Fig. 1: run 1, metal layers overlaid
Only two layers are drawn.
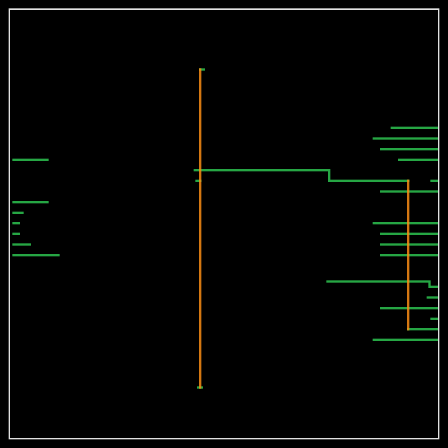
Fig. 2: run 1, gate-type map
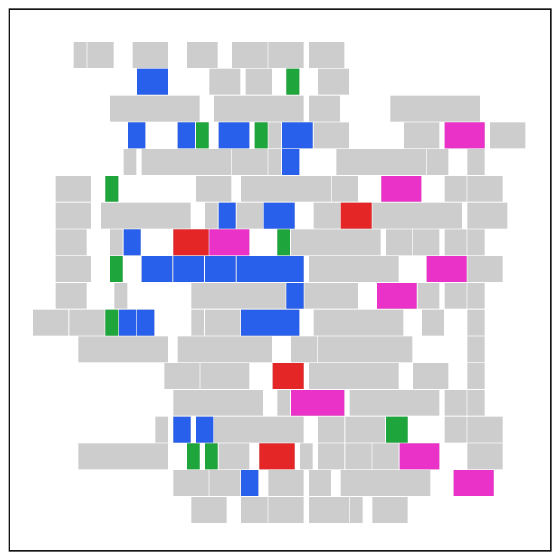
Fig. 3: run 1, sizing map
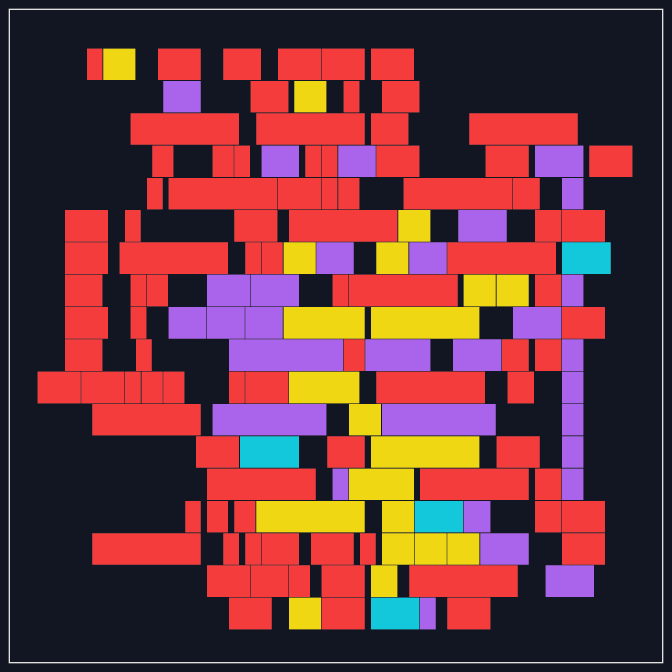
Fig. 4: run 1, register map, names as in the netlist
Bar = 20 um. Other sequential cells in the stronger grey, the rest of the logic in the fainter grey.
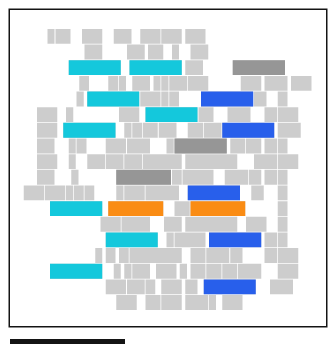
File: src/rtl/search_arbiter.sv
// Two-requester round-robin front end for a single search engine.
// Optional watchdog in WAIT enabled by defining SEARCH_ARB_TIMEOUT_EN.
module search_arbiter #(
    parameter int DATA_W         = 8,
    parameter int ADDR_W         = 5,
    parameter int TIMEOUT_CYCLES = 63
) (
    input  logic              CLOCK_50,
    input  logic              Reset_n,
    input  logic [1:0]        Req,
    input  logic [DATA_W-1:0] A0,
    input  logic [DATA_W-1:0] A1,
    output logic [1:0]        Ack,
    output logic              Rsp_Found,
    output logic [ADDR_W-1:0] Rsp_Loc,
    output logic              Rsp_Err,
    output logic              Busy,
    output logic              eng_Init,
    output logic              eng_Start,
    output logic [DATA_W-1:0] eng_A,
    input  logic              eng_Done,
    input  logic              eng_Found,
    input  logic [ADDR_W-1:0] eng_Loc
);

    typedef enum logic [1:0] {IDLE, LAUNCH, WAIT, RESP} state_t;

    state_t              state_q, state_d;
    logic                grant_q, grant_d;
    logic                last_q, last_d;
    logic [DATA_W-1:0]   engA_q, engA_d;
    logic                found_q, found_d;
    logic [ADDR_W-1:0]   loc_q, loc_d;
    logic                pickIdx;

`ifdef SEARCH_ARB_TIMEOUT_EN
    localparam int CNT_W = $clog2(TIMEOUT_CYCLES + 1);
    logic [CNT_W-1:0]    cnt_q, cnt_d;
    logic                err_q, err_d;
`endif

    // With both requesting, the one not served last wins.
    assign pickIdx = (Req == 2'b11) ? ~last_q : Req[1];

    always_ff @(posedge CLOCK_50 or negedge Reset_n) begin
        if (!Reset_n) begin
            state_q <= IDLE;
            grant_q <= 1'b0;
            last_q  <= 1'b1;
            engA_q  <= '0;
            found_q <= 1'b0;
            loc_q   <= '0;
`ifdef SEARCH_ARB_TIMEOUT_EN
            cnt_q   <= '0;
            err_q   <= 1'b0;
`endif
        end else begin
            state_q <= state_d;
            grant_q <= grant_d;
            last_q  <= last_d;
            engA_q  <= engA_d;
            found_q <= found_d;
            loc_q   <= loc_d;
`ifdef SEARCH_ARB_TIMEOUT_EN
            cnt_q   <= cnt_d;
            err_q   <= err_d;
`endif
        end
    end

    always_comb begin
        state_d   = state_q;
        grant_d   = grant_q;
        last_d    = last_q;
        engA_d    = engA_q;
        found_d   = found_q;
        loc_d     = loc_q;
`ifdef SEARCH_ARB_TIMEOUT_EN
        cnt_d     = cnt_q;
        err_d     = err_q;
`endif
        Ack       = 2'b00;
        Rsp_Found = 1'b0;
        Rsp_Loc   = '0;
        Rsp_Err   = 1'b0;
        eng_Init  = 1'b0;
        eng_Start = 1'b0;

        case (state_q)
            IDLE: begin
                if (Req != 2'b00) begin
                    grant_d = pickIdx;
                    engA_d  = pickIdx ? A1 : A0;
                    state_d = LAUNCH;
                end
            end
            LAUNCH: begin
                eng_Init = 1'b1;
                state_d  = WAIT;
`ifdef SEARCH_ARB_TIMEOUT_EN
                cnt_d    = '0;
`endif
            end
            WAIT: begin
                eng_Start = 1'b1;
                if (eng_Done) begin
                    found_d = eng_Found;
                    loc_d   = eng_Loc;
`ifdef SEARCH_ARB_TIMEOUT_EN
                    err_d   = 1'b0;
`endif
                    state_d = RESP;
                end
`ifdef SEARCH_ARB_TIMEOUT_EN
                // The last allowed WAIT cycle ends in a timeout response.
                else if (cnt_q == CNT_W'(TIMEOUT_CYCLES - 1)) begin
                    found_d = 1'b0;
                    loc_d   = '0;
                    err_d   = 1'b1;
                    state_d = RESP;
                end else begin
                    cnt_d = cnt_q + CNT_W'(1);
                end
`endif
            end
            RESP: begin
                Ack[grant_q] = 1'b1;
                Rsp_Found    = found_q;
                Rsp_Loc      = loc_q;
`ifdef SEARCH_ARB_TIMEOUT_EN
                Rsp_Err      = err_q;
`endif
                last_d       = grant_q;
                state_d      = IDLE;
            end
            default: state_d = IDLE;
        endcase
    end

    assign Busy  = (state_q != IDLE);
    assign eng_A = engA_q;

endmodule

File: config.mk
export PLATFORM = sky130hd
export DESIGN_NAME = search_arbiter
export DESIGN_NICKNAME = d
export VERILOG_FILES = /design/src/rtl/search_arbiter.sv
export SDC_FILE = /design/constraint.sdc
export NUM_CORES = 1
export LEC_CHECK = 0
export ABC_AREA = 0
export CAP_MARGIN = 10
export CORE_MARGIN = 2
export CORE_UTILIZATION = 34
export DETAILED_ROUTE_END_ITERATION = 16
export GPL_TIMING_DRIVEN = 0
export MAX_ROUTING_LAYER = met4
export PLACE_DENSITY = 0.74
export SLEW_MARGIN = 25
export SYNTH_ARGS = -nofsm -noshare
export SYNTH_HDL_FRONTEND = slang
export SYNTH_SLANG_ARGS = --single-unit
File: constraint.sdc
create_clock -name CLOCK_50 -period 1.4 [get_ports CLOCK_50]
set_input_delay 0.21 -clock CLOCK_50 [delete_from_list [all_inputs] [get_ports CLOCK_50]]
set_output_delay 0.21 -clock CLOCK_50 [all_outputs]
set_load 0.02 [all_outputs]
==> job_summary.md, run 1 <==
## PnR job results

| Metric | Value |
|---|---|
| DRC | `0` |
| Max Clock Skew | `0.00727 ns` |
| Met1 WL | `1030 um` |
| CP endpoint | `state_q[1]$_DFFE_PN0P_` |
| Synthesis Warnings | `0` |
| Async set-reset flop share out of synthesis | `100%` |
| Crit. End Element | `flip-flop` |
| Fillers | `210` |
| Clock-pin slew on the worst setup and hold paths | `0.11 ns` |
| Warning total across the stage logs | `32` |
| Met1 GRT Util | `21.0%` |
| Multiplexer share | `10.7%` |
| # H-tree levels | `1` |
| Area fraction in compound gates | `15.6%` |
| Largest register FFs | `8` |
| Chip area | `0.00301 mm2` |
| Syn_nets | `117` |
| Final Max Tran Viols | `0` |
| Fp util | `35.6%` |
| # Cells Yosys | `86` |
| CP Max Fanout | `4` |
| Flops after synth | `18` |
| Min-delay worst type | `input pin to asynchronous set/reset pin` |
| Initial antenna violation count | `0` |
| Max incr delay on CP | `0.46 ns` |
| Die Y | `54.9 um` |
| CP Launch Type | `flip-flop` |
| Share of cells above drive strength 1 | `37.8%` |
| R2R depth | `5` |
| Max Cap Violations | `0` |
| Post-route worst setup slack | `-0.0912 ns` |
| DRT iter0 DRCs | `2` |
| Register share after synthesis | `51.3%` |
| First-pass GRT wire length | `3590 um` |
| Total core area | `0.00248 mm2` |
| Fin crit period | `1.49 ns` |
| Chip area in the Yosys report | `881 um2` |
| Met2 global-route usage | `28.6%` |
| Critical Path AT | `1.69 ns` |
| GR Overflow Total | `0` |
| Diodes inserted | `0` |
| Synth-to-layout area growth | `72.2%` |
| Most frequent cells in the layout | `26 x clkdlybuf4s50_1, 15 x dfrtp_1, 10 x a21oi_1, 10 x buf_4, 9 x nand2_1` |
| DR vias/cell | `4.76` |
| Commonest flop | `dfrtp_1` |
| Reg-to-Reg End | `state_q[1]$_DFFE_PN0P_` |
| Worst r2r src | `state_q[1]$_DFFE_PN0P_` |
| # rows | `18` |
| P_leak | `0.669 nW` |
| Setup violators final | `14` |
| Placement Setup Slack | `-0.284 ns` |
| Main area contributors | `dfrtp_1 48%, a21oi_1 9.1%, mux2_2 8.9%` |
| Hold buffer count at cts | `0` |
| Logic area | `497 um2` |
| Simple Share, Synth | `13.4%` |
| Worst-path cell chain | `inv_2 -> ha_4 -> inv_4 -> o32a_1 -> mux2_4` |
| Setup Fix Bufs, Post-CTS | `3` |
| Critical-path top delay cell | `dfrtp_2` |
| Crit Path Category | `flip-flop to flip-flop` |
| Cts repair resizes | `66` |
| Metal2 WL | `1290 um` |
| Top logic family | `AND-OR/OR-AND gates` |
| Busiest grt layer | `met2` |
| Hold_ws | `0.357 ns` |
| Max IR drop VDD | `1090 uV` |
| Synth Instances | `86` |
| Largest net degree at the start of global routing | `19` |
| CTS root buffer | `clkbuf_4` |
| Failing checks | `negative setup slack` |
| Drt first pass iters | `3` |
| F_max | `0.671 GHz` |
| Final Hold Viols | `0` |
| Max-area cell share | `48.3%` |
| Met3 usage | `2.69%` |
| Top cell types by occurrence after synthesis | `17 x dfrtp_1, 16 x a21oi_1, 10 x nand2_1, 8 x nor2_1` |
| Placed cell count | `161` |
| Status | `finished with violations` |
| Clock Sink Count | `18` |
| CP Buf/Inv Count | `2` |
| Late-Pin Clk Latency | `0.31 ns` |
| Port Buffers | `45` |
| GPL Wtd Cong | `0.874` |
| Max_slew headroom | `45.7%` |
| CP required | `1.60 ns` |
| Vias in the first global route | `786` |
| XORs/XNORs by Area | `0%` |
| Area of the mapped netlist | `881 um2` |
| Netlist cell types | `22` |
| Yosys adder share | `5.68%` |
## Picture notes: Fig. 1
layer	colour	wire length
metal 4	orange	59.8 um
metal 3	green	147 um
Vias: 824
wire per inst: 14.6 um
Post-Route WL: 2520 um
Overall Global Routing Usage: 17.8%

## Picture notes: Fig. 2
family	colour	cells
aoi and oai cells	blue	20
mux cells	magenta	8
nand cells	green	10
non-inverting ao/oa cells	red	4
highest-count logic cell in the final layout: clkdlybuf4s50_1
Comb area share: 32.8%
fin cells: 173

## Picture notes: Fig. 3
size	colour	cells
_2 cells	purple	30
_3 and _4 cells	yellow	20
_0 and _1 cells	red	89
_6 and larger	cyan	4
post-route worst setup slack: -0.0912 ns
Non-clock buffers: 54

## Picture notes: Fig. 4
signal	colour	placed flops
state_q	orange	2
eng_A	cyan	8
loc_q	blue	5
not coloured	3
Seq group: 0.000989 W
Final Core Density: 61.2%
sequential cell area share: 30.0%
storage element area: 454 um2

-- run 1: layout make-up --
| cell class | instances | area share, % |
|---|---|---|
| buffer | 1 | 0.495 |
| timing repair buffer | 53 | 30.8 |
| multi-input combinational | 63 | 32.8 |
| clock buffer | 4 | 2.39 |
| sequential | 18 | 30.0 |
| tap | 30 | 2.48 |
| inverter | 4 | 1.16 |
-- run 1: per-stage QoR --
step / instance area, um2 / setup TNS [ns] / power (W)
floorplan: 883 / -0.0642 / 0.00192
global placement: 1370 / -4.01 / 0.00259
detailed placement: 1370 / -4.93 / 0.00264
CTS: 1410 / -0.784 / 0.00297
global route: 1520 / -1.62 / 0.00341
finish: 1520 / -0.655 / 0.00321
-- run 1: power breakdown --
part	internal, W	switching, W
registers	0.000805	0.000184
clock network	0.000159	0.000179
logic	0.000935	0.000952
Fig. 5: run 1, routing congestion map
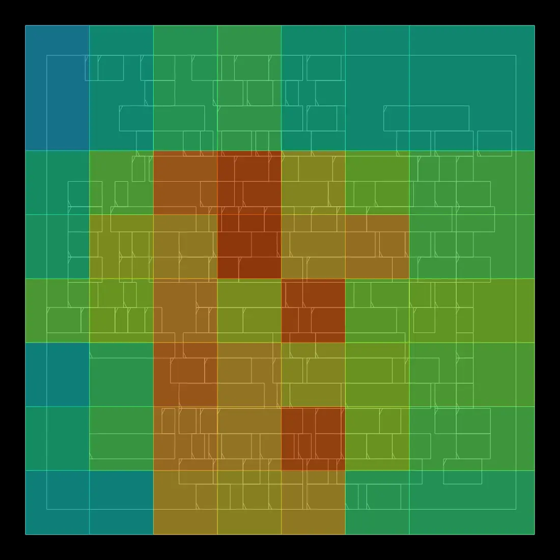

==> run 2: changes to the inputs <==
==> constraint.sdc (replaced) <==
create_clock -name CLOCK_50 -period 1.4 [get_ports CLOCK_50]
set_input_delay 0.21 -clock CLOCK_50 [delete_from_list [all_inputs] [get_ports CLOCK_50]]
set_output_delay 0.21 -clock CLOCK_50 [all_outputs]
set_load 0.005 [all_outputs]
Fig. 6: run 2, routing congestion map
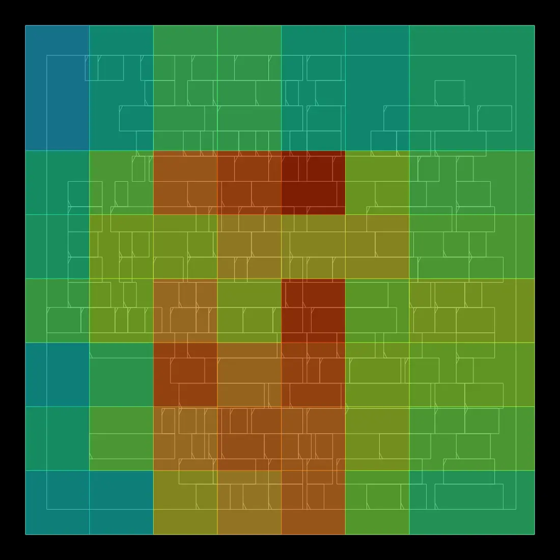
met2 global-route usage: 33.7%
Overall Global Routing Usage: 19.3%
wire per inst: 14.2 um
met1 GRT Util: 21.4%
Final Core Density: 66.1%

Fig. 7: run 2, register map, names as in the netlist
Bar = 20 um. Other sequential cells in the stronger grey, the rest of the logic in the fainter grey.
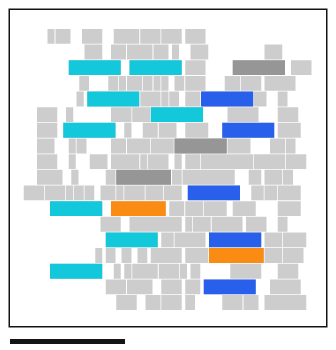
signal	colour	placed flops
state_q	orange	2
loc_q	blue	5
eng_A	cyan	8
not coloured	3
sequential cell area share: 27.7%
Seq group: 0.000975 W

==> run 2 against run 1 <==
Effect of this change: the run still ends with negative setup slack left; clock-buffer cell count unchanged; first-iteration DRC count down 100%; register-to-register slack worse by 0.04 ns; clock power up 1%; critical path depth up 1; final cell count up 4.0%; maximum frequency down 2.9%; clock skew down 0.0059 ns; sequential power down 1%; die area unchanged; setup slack worse by 0.044 ns; design area up 8.0%; largest power group unchanged.
==> job_summary.md, run 2 <==
## PnR job results

| Metric | Value |
|---|---|
| GPL Wtd Cong | `0.874 (unchanged)` |
| Max Clock Skew | `0.00138 ns (-0.00590 ns)` |
| Inverters | `4 (unchanged)` |
| Vias in the first global route | `836 (+6.4%)` |
| DR vias/cell | `4.66 (-2.3%)` |
| Met3 usage | `2.69% (unchanged)` |
| Placed cell count | `161 (unchanged)` |
| Switching part of the total power | `33.7% (-7.3 points)` |
| Diodes inserted | `0 (unchanged)` |
| Setup violators final | `14 (unchanged)` |
| Top Consumer | `combinational logic` |
| Late-Pin Clk Latency | `0.31 ns (about the same)` |
| Setup Fix Bufs, Post-CTS | `11 (+8)` |
| Register share after synthesis | `51.3% (unchanged)` |
| DRT iter0 DRCs | `0 (-2)` |
| Overall Power | `0.00327 W (+1.8%)` |
| First-pass GRT wire length | `3870 um (+7.9%)` |
| Critical-path top delay cell | `dfrtp_2` |
| Area of the mapped netlist | `881 um2 (unchanged)` |
| Storage element area | `454 um2 (unchanged)` |
| DP Area | `0.00137 mm2 (unchanged)` |
| Synth-to-layout area growth | `85.9%` |
| Clock Sink Count | `18 (unchanged)` |
| Post-Route WL | `2560 um (+1.2%)` |
| Vias | `838 (+1.7%)` |
| Met1 WL | `1030 um (-0.19%)` |
| Combinational group share of total power | `59.7% (+1.0 points)` |
| Top cell types by occurrence after synthesis | `17 x dfrtp_1, 16 x a21oi_1, 10 x nand2_1, 8 x nor2_1` |
| CP Max Fanout | `3 (-1)` |
| Combinational power | `0.00195 W (+3%)` |
| Tapcell Cnt | `30 (unchanged)` |
| Initial antenna violation count | `0 (unchanged)` |
| Fin crit period | `1.54 ns (+0.0445 ns)` |
| Fp util | `35.6% (unchanged)` |
| P_leak | `0.771 nW (+15%)` |
| Most frequent cells in the layout | `27 x clkdlybuf4s50_1, 15 x dfrtp_1, 12 x a21oi_1, 12 x buf_4` |
| Total core area | `0.00248 mm2 (unchanged)` |
| Cts repair resizes | `72 (+9.1%)` |
| F_max | `0.651 GHz (-2.9%)` |
| Max_slew headroom | `46.7% (+0.93 points)` |
| GR Overflow Total | `0 (unchanged)` |
| CP Launch Type | `flip-flop` |
| Clock-pin slew on the worst setup and hold paths | `0.11 ns (about the same)` |
| Min-delay worst type | `input pin to asynchronous set/reset pin` |
| Warning total across the stage logs | `32 (unchanged)` |
| Clock network fraction of total power | `10.5% (about the same)` |
| Top cell category | `non-clock buffers` |
| Main area contributors | `dfrtp_1 48%, a21oi_1 9.1%, mux2_2 8.9%` |
| Placement Setup Slack | `-0.241 ns (+0.0433 ns)` |
| Post-route worst setup slack | `-0.136 ns (-0.0445 ns)` |
| Syn_nets | `117 (unchanged)` |
| CP Buf/Inv Count | `3 (+1)` |
| CP required | `1.61 ns (about the same)` |
| Largest net degree at the start of global routing | `19 (unchanged)` |
| Die Y | `54.9 um (unchanged)` |
| Critical Path AT | `1.74 ns (+0.05 ns)` |
| Failing checks | `negative setup slack` |
| Top logic family | `AND-OR/OR-AND gates` |
| Max incr delay on CP | `0.45 ns (about the same)` |
| Port Buffers | `45 (unchanged)` |
| DRC | `0 (unchanged)` |
| Clock buf count | `4 (unchanged)` |
| Busiest grt layer | `met2` |
| Max Cap Violations | `0 (unchanged)` |
| Netlist cell types | `22 (unchanged)` |
| Final Hold Viols | `0 (unchanged)` |
| Async set-reset flop share out of synthesis | `100% (unchanged)` |
| # rows | `18 (unchanged)` |
| Chip area | `0.00301 mm2 (unchanged)` |
| Synth Instances | `86 (unchanged)` |
| Sw power | `0.00110 W (-16%)` |
| Sequential share of power | `29.8% (-1.0 points)` |
| Flops | `18 (unchanged)` |
| Highest-count logic cell in the final layout | `clkdlybuf4s50_1` |
| Chip area in the Yosys report | `881 um2 (unchanged)` |
| # Cells Yosys | `86 (unchanged)` |
| Area fraction in compound gates | `15.6% (unchanged)` |
| Status | `finished with violations` |
| Pint | `0.00217 W (+14%)` |
| Fillers | `198 (-5.7%)` |
| Comb area share | `31.2% (-1.5 points)` |
| Commonest flop | `dfrtp_1` |
| Setup TNS | `-0.731 ns (-0.0754 ns)` |
| Logic area | `512 um2 (+3.0%)` |
| Hold buffer count at cts | `0 (unchanged)` |
| P_clk | `0.000343 W (+1%)` |
| CTS root buffer | `clkbuf_4` |
| Fin cells | `180 (+4.0%)` |
| Share of cells above drive strength 1 | `41.3% (+3.6 points)` |
| Metal2 WL | `1310 um (+2.1%)` |
[run 2: path summary, 6_finish.rpt]
check                                        from                endpoint  slack, ns  cells after the start
setup / recovery           state_q[0]$_DFFE_PN0P_  state_q[1]$_DFFE_PN0P_      -0.14                      6
hold / removal                            Reset_n    loc_q[2]$_DFFE_PN0P_       0.35                      1
setup reg to reg           state_q[0]$_DFFE_PN0P_  state_q[1]$_DFFE_PN0P_      -0.14                      6
hold reg to reg              loc_q[3]$_DFFE_PN0P_    loc_q[3]$_DFFE_PN0P_       0.51                      1
max in group asynchronous                 Reset_n  state_q[0]$_DFFE_PN0P_       0.51                      1
min in group CLOCK_50                       A0[4]    eng_A[4]$_DFFE_PN0P_       0.42                      3
No activity file was given, so power comes from the tool's default toggle rates.
